**Run 1: track usage over the die**

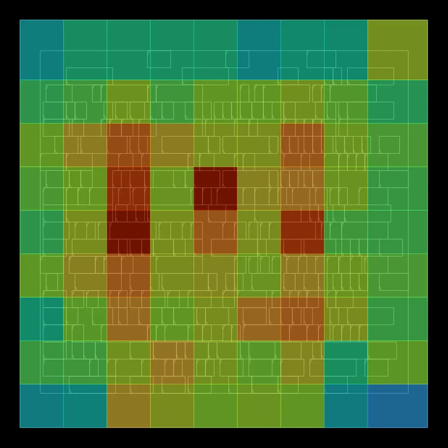
**Run 1: zoomed window**

Region (4, 36) to (29, 61) um. Cells in grey, sequential cells in the stronger grey; small squares are vias.
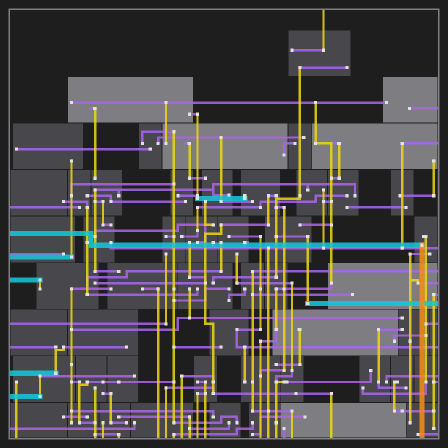
**Run 1: placement by cell class**

Drawn at 6 px/um.
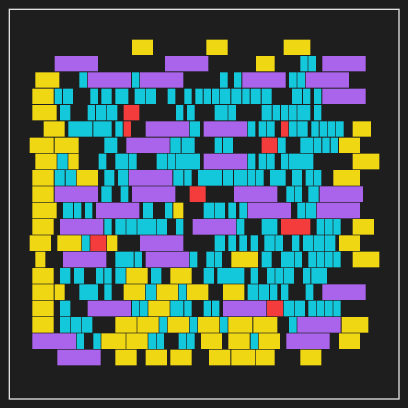
==> src/rtl/alu_pkg.sv <==
// Shared ALU definitions: opcode encodings, default widths and the sequencer state type.
package alu_pkg;

  localparam int unsigned AluOpw = 3;
  localparam int unsigned AluDw  = 16;

  localparam int unsigned OP_ADD     = 0;
  localparam int unsigned OP_SUB     = 1;
  localparam int unsigned OP_NOT     = 2;
  localparam int unsigned OP_AND     = 3;
  localparam int unsigned OP_OR      = 4;
  localparam int unsigned OP_XOR     = 5;
  localparam int unsigned OP_XNOR    = 6;
  localparam int unsigned OP_ILLEGAL = 7;

  typedef enum logic [2:0] {
    StIdle,
    StLoad1,
    StLoad2,
    StExec,
    StWb,
    StErr
  } seq_state_e;

endpackage

==> src/rtl/wrap_counter.sv <==
// Free-running event counter that silently wraps from all-ones back to zero.
module wrap_counter #(
  parameter int unsigned Width = 16
) (
  input  logic             clk_i,
  input  logic             rst_i,
  input  logic             inc_i,
  output logic [Width-1:0] count_o
);

  logic [Width-1:0] count_q, count_d;

  always_comb begin
    count_d = count_q;
    if (inc_i) count_d = count_q + 1'b1;
  end

  always_ff @(posedge clk_i) begin
    if (rst_i) count_q <= '0;
    else       count_q <= count_d;
  end

  assign count_o = count_q;

endmodule

==> src/rtl/alu_sequencer.sv <==
// Multi-cycle controller stepping the register file and shared ALU through load, execute and
// writeback over the single internal bus. Outputs decode only registered state.
module alu_sequencer
  import alu_pkg::*;
#(
  parameter int unsigned OPW  = AluOpw,
  parameter int unsigned RSW  = 3,
  parameter int unsigned DW   = AluDw,
  parameter int unsigned CNTW = 16
) (
  input  logic            clk,
  input  logic            reset,
  input  logic            cmd_valid,
  output logic            cmd_ready,
  input  logic [OPW-1:0]  cmd_op,
  input  logic [RSW-1:0]  cmd_rs1,
  input  logic [RSW-1:0]  cmd_rs2,
  input  logic [RSW-1:0]  cmd_rd,
  input  logic [DW-1:0]   bus_i,
  output logic [RSW-1:0]  reg_sel,
  output logic            reg_rd_en,
  output logic            reg_wr_en,
  output logic            IN1_en,
  output logic            IN2_en,
  output logic [OPW-1:0]  OpControl,
  output logic            OUT_reg_en,
  output logic            OUT_en,
  output logic            done,
  output logic            err,
  output logic            zero,
  output logic [CNTW-1:0] ops_done
);

  seq_state_e     state_q;
  logic [OPW-1:0] op_q;
  logic [RSW-1:0] rs1_q, rs2_q, rd_q;
  logic           zero_q;

  always_ff @(posedge clk) begin
    if (reset) begin
      state_q <= StIdle;
      op_q    <= '0;
      rs1_q   <= '0;
      rs2_q   <= '0;
      rd_q    <= '0;
      zero_q  <= 1'b0;
    end else begin
      unique case (state_q)
        StIdle: begin
          if (cmd_valid) begin
            op_q    <= cmd_op;
            rs1_q   <= cmd_rs1;
            rs2_q   <= cmd_rs2;
            rd_q    <= cmd_rd;
            state_q <= (cmd_op == OPW'(OP_ILLEGAL)) ? StErr : StLoad1;
          end
        end
        // NOT has a single operand, so operand 2 is never fetched.
        StLoad1: state_q <= (op_q == OPW'(OP_NOT)) ? StExec : StLoad2;
        StLoad2: state_q <= StExec;
        StExec:  state_q <= StWb;
        StWb: begin
          zero_q  <= (bus_i == '0);
          state_q <= StIdle;
        end
        default: state_q <= StIdle;
      endcase
    end
  end

  always_comb begin
    cmd_ready  = (state_q == StIdle);
    OpControl  = (state_q == StIdle) ? '0 : op_q;
    reg_sel    = '0;
    reg_rd_en  = 1'b0;
    reg_wr_en  = 1'b0;
    IN1_en     = 1'b0;
    IN2_en     = 1'b0;
    OUT_reg_en = 1'b0;
    OUT_en     = 1'b0;
    done       = 1'b0;
    err        = 1'b0;
    unique case (state_q)
      StLoad1: begin
        reg_sel   = rs1_q;
        reg_rd_en = 1'b1;
        IN1_en    = 1'b1;
      end
      StLoad2: begin
        reg_sel   = rs2_q;
        reg_rd_en = 1'b1;
        IN2_en    = 1'b1;
      end
      StExec: OUT_reg_en = 1'b1;
      StWb: begin
        reg_sel   = rd_q;
        reg_wr_en = 1'b1;
        OUT_en    = 1'b1;
        done      = 1'b1;
      end
      StErr:   err = 1'b1;
      default: ;
    endcase
  end

  assign zero = zero_q;

  wrap_counter #(
    .Width (CNTW)
  ) u_ops_counter (
    .clk_i   (clk),
    .rst_i   (reset),
    .inc_i   (state_q == StWb),
    .count_o (ops_done)
  );

endmodule

==> config.mk <==
export PLATFORM = sky130hd
export DESIGN_NAME = alu_sequencer
export DESIGN_NICKNAME = d
export VERILOG_FILES = /design/src/rtl/alu_pkg.sv /design/src/rtl/wrap_counter.sv /design/src/rtl/alu_sequencer.sv
export SDC_FILE = /design/constraint.sdc
export NUM_CORES = 1
export LEC_CHECK = 0
export ABC_AREA = 1
export CORE_MARGIN = 3
export CORE_UTILIZATION = 46
export DETAILED_ROUTE_END_ITERATION = 6
export GPL_TIMING_DRIVEN = 0
export PLACE_DENSITY = 0.87
export REMOVE_ABC_BUFFERS = 1
export SLEW_MARGIN = 20
export SYNTH_ARGS = -nofsm -noshare
export SYNTH_HDL_FRONTEND = slang
export SYNTH_SLANG_ARGS = --single-unit
==> constraint.sdc <==
create_clock -name clk -period 2.6 [get_ports clk]
set_input_delay 0.65 -clock clk [delete_from_list [all_inputs] [get_ports clk]]
set_output_delay 0.65 -clock clk [all_outputs]
set_load 0.1 [all_outputs]
==> impl_metrics.env, run 1 <==
# flow metrics
export IMPL_avgViaCountPerCell=4.83
export IMPL_synth_top_cell_by_count="nand2_1"
export IMPL_worstHoldEndpoint="rd_q[2]$_SDFFE_PP0P_"
export IMPL_power_clock_w=0.000295
export IMPL_comb_share_pct=33.1
export IMPL_antenna_found_initial=0
export IMPL_synth_warnings=0
export IMPL_finalHoldViolations=0
export IMPL_p_leak_nw=1.01
export IMPL_met2_length_mm=1.91
export IMPL_rsz0062_at_grt="no"
export IMPL_grt_util_all_layers_pct=19.4
export IMPL_crit_path_max_fanout=4
export IMPL_grt_util_met3_pct=8.15
export IMPL_synth_edff_count=0
export IMPL_cp_num_buf_inv=1
export IMPL_netlist_instances=231
export IMPL_fin_nets=325
export IMPL_pwr_share_comb_pct=42.0
export IMPL_wirelength_met1_mm=1.67
export IMPL_synthFlopType="dfxtp_1"
export IMPL_finClkSkew_ns=0.00844
export IMPL_non_clock_inverter_count=36
export IMPL_r2r_setup_slack_ns=1.19
export IMPL_io_pins=63
export IMPL_worst_ep_required_time_ns=1.95
export IMPL_reg2reg_depth=8
export IMPL_whs_path_depth=2
export IMPL_p_seq_share_pct=37.9
export IMPL_cts_path_max_buffers=2
export IMPL_die_w_um=64.7
export IMPL_highest_layer="met4"
export IMPL_drt_total_wl_mm=3.82
export IMPL_critical_path_endpoint_type="primary output"
export IMPL_wl_met3_um=232
export IMPL_min_path_type="reg -> reg"
export IMPL_crit_slowest_cell="clkdlybuf4s50_1"
export IMPL_final_clkbuf_count=8
export IMPL_initCoreUtil_pct=49.9
export IMPL_nMultiInputCombCells=156
export IMPL_p_switching_w=0.000663
export IMPL_regArea_um2=641
export IMPL_post_place_cells=330
export IMPL_cts_clk_slew_worst_paths_ns=0.10
export IMPL_run_status="finished, final reports clean"
export IMPL_setup_viol=0
export IMPL_power_leader="combinational cells"
export IMPL_ir_drop_mv=0.618
export IMPL_tool_warnings=25
export IMPL_synth_top_area_share_pct=40.4
export IMPL_reg2reg_to="u_ops_counter.count_o[10]$_SDFFE_PP0N_"
export IMPL_cp_arrival_ns=1.90
export IMPL_nNonClkBuffers=62
export IMPL_cts_hold_buf=0
export IMPL_clock_latency_ns=0.33
export IMPL_seq_cells=32
export IMPL_largest_reg_flops=16
export IMPL_vias=1632
export IMPL_hpwlAfterDp_mm=2.95
export IMPL_grt_max_degree=27
export IMPL_port_buffers=62
export IMPL_ys_seq_share_pct=40.4
export IMPL_cap_violations=0
export IMPL_switching_share_pct=45.0
export IMPL_firstDrtPassIters=4
export IMPL_min_from="rd_q[2]$_SDFFE_PP0P_"
export IMPL_ys_seq_elements=32
export IMPL_antenna_cells=0
export IMPL_tightest_slew_ns=0.990
export IMPL_worstSetupPathType="reg -> out"
export IMPL_path_cells="clkdlybuf4s50_1"
export IMPL_syn_area_um2=1590
export IMPL_place_congestion=0.787
export IMPL_cts_buffers=5
export IMPL_ys_types=27
export IMPL_drt_initial_drc_count=55
export IMPL_yosys_cells=231
export IMPL_maxSlewViolCount=0
export IMPL_die_size_y_um=64.7
export IMPL_pg_comb_w=0.000620
export IMPL_grt_pass1_wl_mm=6.43
export IMPL_ys_async_sr_fraction_pct=0
export IMPL_startpoint="u_ops_counter.count_o[0]$_SDFFE_PP0N_"
export IMPL_drc_errors=0
export IMPL_p_per_area_nw_per_um2=652
export IMPL_clock_area_share_pct=2.60
export IMPL_ant_nets=0
export IMPL_numClockSinks=32
export IMPL_logic_area_um2=749
export IMPL_syn_avg_cell_area_um2=6.86
export IMPL_buffer_area_share_pct=27.4
export IMPL_netlist_top_cell_by_area="dfxtp_1"
export IMPL_h_tree_depth=2
export IMPL_start_kind="flip-flop"
export IMPL_fin_setup_tns_ns=0
export IMPL_fillers=281
export IMPL_min_period_over_period_pct=98.0
export IMPL_fin_cells=338
export IMPL_path_depth=1
export IMPL_drive_gt1_share_pct=10.5
export IMPL_syn2layout_area_growth_pct=42.6
export IMPL_clkPwrFrac_pct=20.0
export IMPL_grt_pass1_vias=1567
export IMPL_cpPeakStageDelay_ns=1.17
export IMPL_layout_min_cycle_time_ns=2.55
export IMPL_cts_tree="done"
export IMPL_yosys_area_um2=1590
export IMPL_die_area_um2=4190
export IMPL_mostFrequentLayoutCells="nand2_1 (40), nor2_1 (38), clkdlybuf4s50_1 (38), inv_1 (33), dfxtp_1 (32)"
export IMPL_slew_limit_headroom_pct=33.9
export IMPL_area_leaders="dfxtp_1 (40%), nand2_1 (9.5%), nor2_1 (9.0%), inv_1 (7.8%), a21oi_1 (6.6%)"
export IMPL_r2r_start="u_ops_counter.count_o[1]$_SDFFE_PP0N_"
export IMPL_n_tap_cell=44
export IMPL_timing_fmax_mhz=392
export IMPL_lay_top_count="nand2_1"
Back to the opening pictures, 'track usage over the die':
met2 usage: 34.2%
grt met1 use: 21.2%
WL/cell: 11.3 um
Most Used Layer, Global Route: met2
Layout Utilization: 71.1%

Back to the opening pictures, 'zoomed window':
Purple marks met1. Cyan marks met3. Yellow marks met2. Orange marks met4.
Most frequent: inv_1 (6), clkdlybuf4s50_1 (6), dfxtp_1 (6). 50 logic cells have their middle in the window. Sequential cells in the window: 6. Netlist names of flops here include op_q (3), state_q (3).

Back to the opening pictures, 'placement by cell class':
Yellow marks other buffers and delay cells, cells 62, share of their area 28%. Purple marks flip-flops, cells 32, share of their area 29%. Red marks clock drivers and dummy loads, cells 8, share of their area 2.7%. Cyan marks all other logic, cells 192, share of their area 40%.
row cnt: 20
Final Cell Area: 2260 um^2
Seq/total area: 28.3%
core area: 3180 um^2

run 1: metrics by stage:
stage	cell area, um^2	worst slack, ns	hold WS [ns]	total power (W)
global route	2260	0.00113	0.479	0.00155
global placement	2200	-0.130	0.442	0.00120
floorplan	1530	-0.615	0.431	0.00104
CTS	2270	0.00662	0.460	0.00149
detailed placement	2200	-0.140	0.446	0.00121
finish	2260	0.0511	0.460	0.00147
run 1: kinds of logic after synthesis:
| logic type | share of synthesized area [%] |
|---|---|
| AND-OR/OR-AND | 15.1 |
| adder cells (fa/ha/maj) | 0.789 |
| buffers and inverters | 12.3 |
| flip-flops | 40.4 |
| AND/OR/NAND/NOR | 31.4 |
run 1: what timing repair did:
action                     4_1_cts  5_1_grt
setup endpoints to repair       18       11
hold endpoints to repair         0        0
buffers inserted                 0        0
gates cloned                     0        0
resized                         45       17
**Run 1: signal wires on met1**

Drawn at 8 px/um.
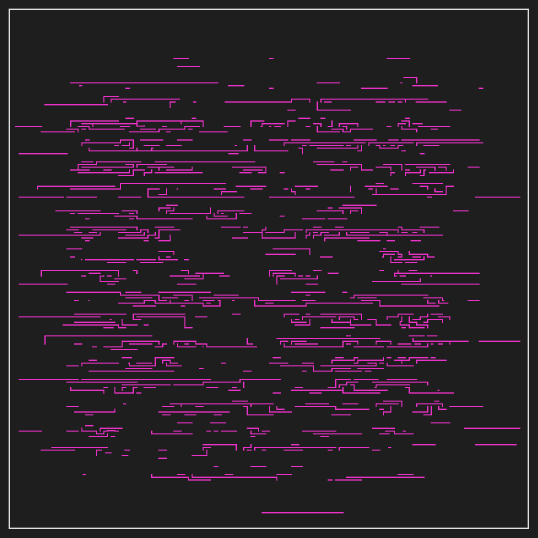

==> run 2, diff against run 1 <==
--- a/config.mk
+++ b/config.mk
@@ -6,13 +6,15 @@
 export NUM_CORES = 1
 export LEC_CHECK = 0
 export ABC_AREA = 1
+export CORE_ASPECT_RATIO = 1.25
 export CORE_MARGIN = 3
-export CORE_UTILIZATION = 46
+export CORE_UTILIZATION = 47
 export DETAILED_ROUTE_END_ITERATION = 6
 export GPL_TIMING_DRIVEN = 0
-export PLACE_DENSITY = 0.87
+export PLACE_DENSITY = 0.88
 export REMOVE_ABC_BUFFERS = 1
 export SLEW_MARGIN = 20
 export SYNTH_ARGS = -nofsm -noshare
 export SYNTH_HDL_FRONTEND = slang
+export SYNTH_HIERARCHICAL = 1
 export SYNTH_SLANG_ARGS = --single-unit
**Run 2: signal wires on met1**

Drawn at 6 px/um.
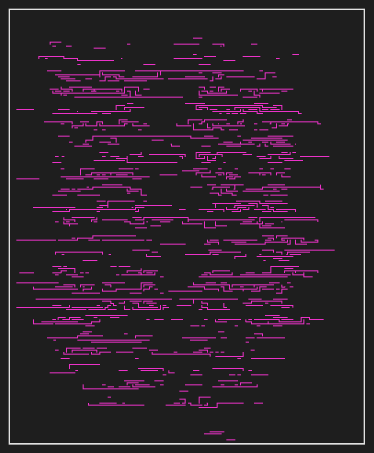
The longest straight run is 22.5 um. 293 nets have wire on it.
grt met1 use: 21.4%
total number of vias: 1749

**Run 2: drive-strength map**

Drawn at 4 px/um.
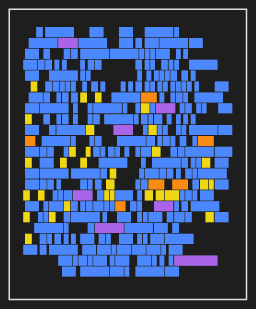
Yellow marks drive 2, cells 30, share 9.8%, most used clkbuf_2. Orange marks drive 3 to 4, cells 6, share 2.0%, most used nor2_4. Purple marks drive 6 and up, cells 7, share 2.3%, most used clkbuf_8. Blue marks drive 1 or less, cells 263, share 86%, most used nand2_1.

==> run 2 against run 1 <==
Net effect:
- total power fell by 8.3%
- core utilization decreased by 1.0 points
- area after synthesis grew 3.9%
- register-to-register slack lost 0.32 ns
- critical path depth did not move
- critical path type unchanged
- critical endpoint is now ops_done[6]
- largest cell class unchanged
==> impl_metrics.env, run 2 <==
# flow metrics
export IMPL_cp_arrival_ns=1.89
export IMPL_die_w_um=58.9
export IMPL_synth_edff_count=0
export IMPL_whs_path_depth=2
export IMPL_ys_top_cells_by_count="nand2_1 (54), nor2_1 (35), dfxtp_1 (32), nand3_1 (26), inv_1 (25)"
export IMPL_ant_nets=0
export IMPL_fin_setup_tns_ns=0
export IMPL_final_clkbuf_count=6
export IMPL_ys_seq_elements=32
export IMPL_post_place_cells=335
export IMPL_largest_reg_flops=16
export IMPL_worstHoldEndpoint="op_q[2]$_SDFFE_PP0P_"
export IMPL_hold_slack_ns=0.461
export IMPL_drive_gt1_share_pct=14.1
export IMPL_hpwlAfterDp_mm=3.13
export IMPL_maxSlewViolCount=0
export IMPL_dpl_instance_area_um2=2260
export IMPL_critical_path_endpoint_type="primary output"
export IMPL_min_period_over_period_pct=97.7
export IMPL_path_cells="clkdlybuf4s50_1"
export IMPL_antenna_cells=0
export IMPL_cts_hold_buf=0
export IMPL_dominant_cells="multi-input combinational cells"
export IMPL_h_tree_depth=2
export IMPL_grt_max_degree=22
export IMPL_design_core_area_um2=3280
export IMPL_mostFrequentLayoutCells="nand2_1 (54), clkdlybuf4s50_1 (46), nor2_1 (35), dfxtp_1 (32), nand3_1 (26)"
export IMPL_n_tap_cell=37
export IMPL_synth_top_area_share_pct=38.9
export IMPL_synth_top_cell_by_count="nand2_1"
export IMPL_yosys_area_um2=1650
export IMPL_ys_async_sr_fraction_pct=0
export IMPL_grt_pass1_vias=1702
export IMPL_highest_layer="met4"
export IMPL_initCoreUtil_pct=50.2
export IMPL_p_leak_nw=0.920
export IMPL_seq_cell_share_pct=27.9
export IMPL_layout_min_cycle_time_ns=2.54
export IMPL_min_path_type="reg -> reg"
export IMPL_start_kind="flip-flop"
export IMPL_stdcell_area_um2=2300
export IMPL_regArea_um2=641
export IMPL_fillers=278
export IMPL_netlist_top_cell_by_area="dfxtp_1"
export IMPL_cts_clk_slew_worst_paths_ns=0.08
export IMPL_cts_root_buf="clkbuf_8"
export IMPL_startpoint="u_ops_counter/count_o[6]$_SDFFE_PP0P_"
export IMPL_switching_share_pct=34.4
export IMPL_io_pins=63
export IMPL_path_depth=1
export IMPL_power_w=0.00135
export IMPL_die_size_y_um=72.2
export IMPL_logic_area_um2=842
export IMPL_clock_latency_ns=0.30
export IMPL_pre_cts_slack_ns=-0.407
export IMPL_reg2reg_to="u_ops_counter/count_o[13]$_SDFFE_PP0P_"
export IMPL_crit_end="ops_done[6]"
export IMPL_setup_viol=0
export IMPL_die_area_um2=4250
export IMPL_yosys_cells=244
export IMPL_min_from="op_q[2]$_SDFFE_PP0P_"
export IMPL_met2_length_mm=2.18
export IMPL_buffer_area_share_pct=23.9
export IMPL_ys_types=25
export IMPL_syn_area_um2=1650
export IMPL_slew_limit_headroom_pct=33.2
export IMPL_rsz0062_at_grt="no"
export IMPL_tool_warnings=26
export IMPL_finalHoldViolations=0
export IMPL_p_int_w=0.000886
export IMPL_cts_setup_buffers=0
export IMPL_numClockSinks=32
export IMPL_synth_warnings=6
export IMPL_worst_ep_required_time_ns=1.95
export IMPL_cpPeakStageDelay_ns=1.17
export IMPL_avgViaCountPerCell=5.10
export IMPL_run_status="finished, final reports clean"
export IMPL_setup_ws_ns=0.0585
export IMPL_lay_top_count="nand2_1"
export IMPL_timing_fmax_mhz=393
export IMPL_clkPwrFrac_pct=35.5
export IMPL_syn2layout_area_growth_pct=39.7
export IMPL_pwr_share_comb_pct=25.4
export IMPL_seq_cells=32
export IMPL_crit_path_max_fanout=6
export IMPL_rows=23
export IMPL_area_leaders="dfxtp_1 (39%), nand2_1 (12%), nor2_1 (8.0%), nand3_1 (7.9%), a21oi_1 (7.3%)"
export IMPL_fin_cells=343
export IMPL_fin_nets=337
export IMPL_crit_slowest_cell="clkdlybuf4s50_1"
export IMPL_cts_buffers=5
export IMPL_p_switching_w=0.000465
export IMPL_ys_seq_share_pct=38.9
export IMPL_port_buffers=62
export IMPL_cap_violations=0
export IMPL_r2r_setup_slack_ns=0.87
export IMPL_wirelength_met1_mm=1.61
export IMPL_drt_total_wl_mm=4.17
export IMPL_grt_util_met3_pct=8.54
export IMPL_drt_initial_drc_count=55
export IMPL_netlist_instances=244
export IMPL_reg2reg_depth=9
export IMPL_p_seq_share_pct=39.1
export IMPL_finClkSkew_ns=0.0103
export IMPL_antenna_found_initial=0
export IMPL_clock_area_share_pct=4.68
export IMPL_tightest_slew_ns=0.998
export IMPL_cts_path_max_buffers=2
export IMPL_crit_family="buffers and inverters"
export IMPL_ir_drop_mv=0.527
export IMPL_comb_share_pct=36.6
export IMPL_grt_pass1_wl_mm=7.00
export IMPL_r2r_start="state_q[2]$_SDFFE_PP0P_"
export IMPL_place_congestion=0.836
export IMPL_grt_busiest_layer="met2"
export IMPL_syn_avg_cell_area_um2=6.75
export IMPL_cts_tree="done"
export IMPL_cts_resized=30
export IMPL_worstSetupPathType="reg -> out"
export IMPL_non_clock_inverter_count=29
export IMPL_cp_num_buf_inv=1
export IMPL_p_per_area_nw_per_um2=588
export IMPL_drc_errors=0
export IMPL_nNonClkBuffers=62
export IMPL_wl_met3_um=313
export IMPL_firstDrtPassIters=4
export IMPL_overflow=0
export IMPL_nMultiInputCombCells=175
export IMPL_synthFlopType="dfxtp_1"
**Run 2: track usage over the die**

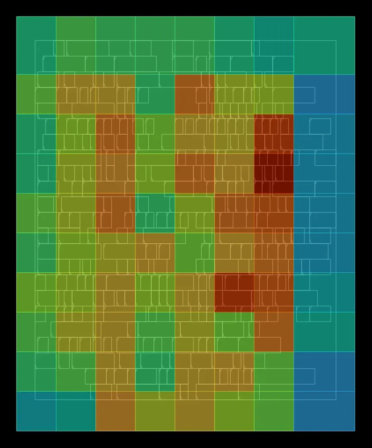
GRT Util Overall: 21.2%
met2 usage: 38.8%
WL/cell: 12.1 um
Layout Utilization: 70.1%

## run 2: cell count changes after synthesis, sizes merged, moves of 2 or more
cell,previous run,this run
nand2,43,61
nand3,17,27
o221ai,3,0
inv,36,29
nor3,2,6
a21oi,21,24
o21ai,17,6
nand4,5,3
## run 2: cells by family after synthesis
kind of cell    Yosys count  share of synthesized area [%]
simple gates            142                           40.3
buf+inv                  37                           9.95
compound gates           32                           10.0
flops                    32                           38.9
fa+ha+maj                 1                          0.760
## run 2: power by group through the flow
stage	Sequential (W)	Clock [W]	Combinational, W
floorplan	0.000545	0	0.000238
global placement	0.000539	0	0.000357
detailed placement	0.000540	0	0.000360
CTS	0.000529	0.000485	0.000348
global route	0.000532	0.000505	0.000362
finish	0.000529	0.000480	0.000343
**Run 2: placement by cell class**

Drawn at 4 px/um.
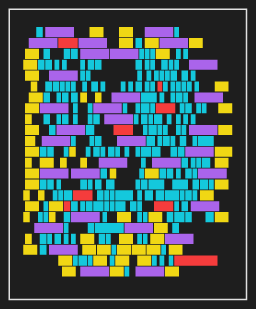

==> run 3, diff against run 2 <==
--- a/config.mk
+++ b/config.mk
@@ -11,10 +11,13 @@
 export CORE_UTILIZATION = 47
 export DETAILED_ROUTE_END_ITERATION = 6
 export GPL_TIMING_DRIVEN = 0
+export HOLD_SLACK_MARGIN = 0.06
 export PLACE_DENSITY = 0.88
+export RECOVER_POWER = 100
 export REMOVE_ABC_BUFFERS = 1
 export SLEW_MARGIN = 20
 export SYNTH_ARGS = -nofsm -noshare
 export SYNTH_HDL_FRONTEND = slang
 export SYNTH_HIERARCHICAL = 1
 export SYNTH_SLANG_ARGS = --single-unit
+export TNS_END_PERCENT = 10
**Run 3: placement by cell class**

Drawn at 4 px/um.
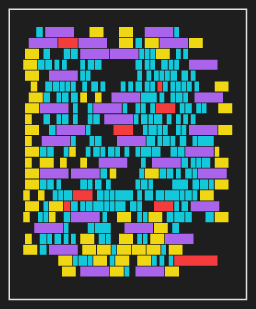
Yellow marks other buffers and delay cells, cells 62, share of their area 24%. Cyan marks all other logic, cells 204, share of their area 42%. Purple marks flip-flops, cells 32, share of their area 29%. Red marks clock drivers and dummy loads, cells 8, share of their area 4.9%.
Seq/total area: 28.3%
Final Cell Area: 2260 um^2
Layout Utilization: 69.0%

**Run 3: drive-strength map**

Drawn at 4 px/um.
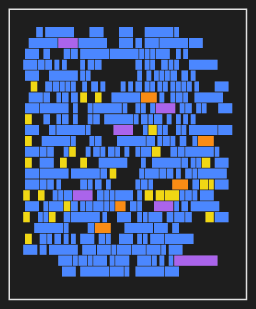
Purple marks drive 6 and up, cells 6, share 2.0%, most used clkbuf_8. Blue marks drive 1 or less, cells 270, share 88%, most used nand2_1. Yellow marks drive 2, cells 25, share 8.2%, most used clkbuf_2. Orange marks drive 3 to 4, cells 5, share 1.6%, most used nor2_4.
nonclk buf count: 62
Syn-to-layout area delta: 37.5%

**Run 3: zoomed window**

Region (2, 42) to (27, 67) um. Cells in grey, sequential cells in the stronger grey; small squares are vias.
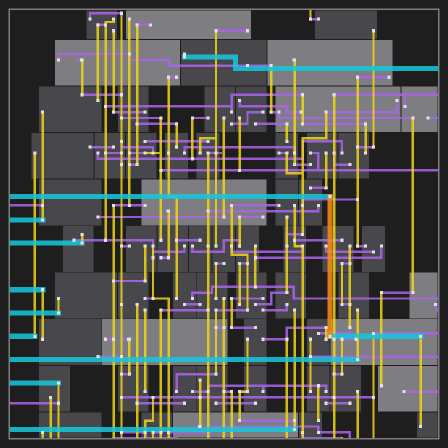
Orange marks met4. Cyan marks met3. Purple marks met1. Yellow marks met2.
55 logic cells have their middle in the window. Netlist names of flops here include rd_q (3), rs1_q (3), rs2_q (2). Most frequent: nand2_1 (17), nand3_1 (10). Sequential cells in the window: 8.

==> run 3 against run 2 <==
Net effect:
- clock skew about the same
- fmax increased by 0.12%
- critical path depth unchanged
- critical path type unchanged
- die area unchanged
- total power decreased by 0.75%
- sequential share of layout area increased by 0.43 points
- synthesized cell count unchanged
- sequential power about the same
- global-route usage unchanged
- cell count unchanged
==> impl_metrics.env, run 3 <==
# flow metrics
export IMPL_run_status="finished, final reports clean"
export IMPL_synthFlopType="dfxtp_1"
export IMPL_cts_tree="done"
export IMPL_antenna_cells=0
export IMPL_post_place_cells=335
export IMPL_grt_util_all_layers_pct=21.2
export IMPL_hold_slack_ns=0.461
export IMPL_syn_avg_cell_area_um2=6.75
export IMPL_io_pins=63
export IMPL_p_leak_nw=0.908
export IMPL_numClockSinks=32
export IMPL_power_clock_w=0.000480
export IMPL_crit_path_max_fanout=5
export IMPL_fin_setup_tns_ns=0
export IMPL_cp_arrival_ns=1.89
export IMPL_tool_warnings=26
export IMPL_slew_limit_headroom_pct=23.2
export IMPL_p_switching_w=0.000460
export IMPL_layout_min_cycle_time_ns=2.54
export IMPL_cts_hold_buf=0
export IMPL_crit_slowest_cell="clkdlybuf4s50_1"
export IMPL_min_path_type="reg -> reg"
export IMPL_cts_root_buf="clkbuf_8"
export IMPL_clkPwrFrac_pct=35.8
export IMPL_path_cells="clkdlybuf4s50_1"
export IMPL_ys_seq_share_pct=38.9
export IMPL_pg_comb_w=0.000334
export IMPL_cts_resized=30
export IMPL_critical_path_endpoint_type="primary output"
export IMPL_avgRoutedWirePerCell_um=12.2
export IMPL_vias=1754
export IMPL_worstHoldEndpoint="op_q[2]$_SDFFE_PP0P_"
export IMPL_cts_path_max_buffers=2
export IMPL_worstSetupPathType="reg -> out"
export IMPL_start_kind="flip-flop"
export IMPL_switching_share_pct=34.3
export IMPL_netlist_top_cell_by_area="dfxtp_1"
export IMPL_drive_gt1_share_pct=11.8
export IMPL_finClkSkew_ns=0.0104
export IMPL_grt_busiest_layer="met2"
export IMPL_lay_top_count="nand2_1"
export IMPL_antenna_found_initial=0
export IMPL_min_period_over_period_pct=97.6
export IMPL_grt_pass1_wl_mm=7.00
export IMPL_hpwlAfterDp_mm=3.13
export IMPL_pwr_share_comb_pct=24.9
export IMPL_r2r_start="state_q[0]$_SDFFE_PP0P_"
export IMPL_whs_path_depth=2
export IMPL_finalHoldViolations=0
export IMPL_setup_ws_ns=0.0615
export IMPL_cts_setup_buffers=0
export IMPL_grt_max_degree=22
export IMPL_area_leaders="dfxtp_1 (39%), nand2_1 (12%), nor2_1 (8.0%), nand3_1 (7.9%), a21oi_1 (7.3%)"
export IMPL_cp_num_buf_inv=1
export IMPL_ir_drop_mv=0.526
export IMPL_pre_cts_slack_ns=-0.407
export IMPL_overflow=0
export IMPL_die_w_um=58.9
export IMPL_startpoint="u_ops_counter/count_o[2]$_SDFFE_PP0P_"
export IMPL_p_per_area_nw_per_um2=592
export IMPL_path_depth=1
export IMPL_crit_family="buffers and inverters"
export IMPL_rsz0062_at_grt="no"
export IMPL_h_tree_depth=2
export IMPL_fin_nets=337
export IMPL_place_congestion=0.836
export IMPL_r2r_setup_slack_ns=0.81
export IMPL_drt_total_wl_mm=4.17
export IMPL_tightest_slew_ns=1.16
export IMPL_min_from="op_q[2]$_SDFFE_PP0P_"
export IMPL_die_area_um2=4250
export IMPL_netlist_instances=244
export IMPL_synth_top_cell_by_count="nand2_1"
export IMPL_ys_seq_elements=32
export IMPL_synth_edff_count=0
export IMPL_maxSlewViolCount=0
export IMPL_synth_warnings=6
export IMPL_power_w=0.00134
export IMPL_grt_use_met2_pct=38.8
export IMPL_setup_viol=0
export IMPL_drt_initial_drc_count=55
export IMPL_avgViaCountPerCell=5.11
export IMPL_rows=23
export IMPL_grt_pass1_vias=1702
export IMPL_initCoreUtil_pct=50.2
export IMPL_cts_clk_slew_worst_paths_ns=0.07
export IMPL_port_buffers=62
export IMPL_clock_latency_ns=0.30
export IMPL_crit_end="ops_done[2]"
export IMPL_design_core_area_um2=3280
export IMPL_use_met1_pct=21.4
export IMPL_timing_fmax_mhz=394
export IMPL_pg_seq_w=0.000528
export IMPL_firstDrtPassIters=4
export IMPL_cpPeakStageDelay_ns=1.17
export IMPL_dpl_instance_area_um2=2260
export IMPL_mostFrequentLayoutCells="nand2_1 (55), clkdlybuf4s50_1 (41), nor2_1 (38), dfxtp_1 (32), inv_1 (27)"
export IMPL_power_leader="sequential cells"
export IMPL_cap_violations=0
export IMPL_ant_nets=0
export IMPL_ys_async_sr_fraction_pct=0
export IMPL_p_int_w=0.000881
export IMPL_drc_errors=0
export IMPL_reg2reg_depth=10
export IMPL_yosys_area_um2=1650
export IMPL_grt_util_met3_pct=8.54
export IMPL_reg2reg_to="u_ops_counter/count_o[13]$_SDFFE_PP0P_"
export IMPL_fin_cells=343
==> run 3: per-layer routing <==
metal  up-vias  share of wire, %
li1        897                 -
met1       799                39
met2        51                52
met3         7               7.5
met4         0               1.4
met5         -                 0
==> run 3: layout make-up <==
| cell class | count | area, um^2 |
|---|---|---|
| Tap cell | 37 | 46.3 |
| Clock inverter | 2 | 35.0 |
| Inverter | 29 | 113 |
| Clock buffer | 6 | 72.6 |
| Fill cell | 286 | 1020 |
| Multi-Input combinational cell | 175 | 818 |
| Timing Repair Buffer | 62 | 539 |
| Sequential cell | 32 | 641 |
==> run 3: logic make-up after synthesis <==
logic type	count (synthesis)	share of synthesized area, %
and+or+nand+nor	142	40.3
buffers and inverters	37	9.95
AOI/OAI and AO/OA	32	10.0
DFF	32	38.9
adders and majority gates	1	0.760
Power figures rest on the tool's default switching activity, not on a simulated workload.
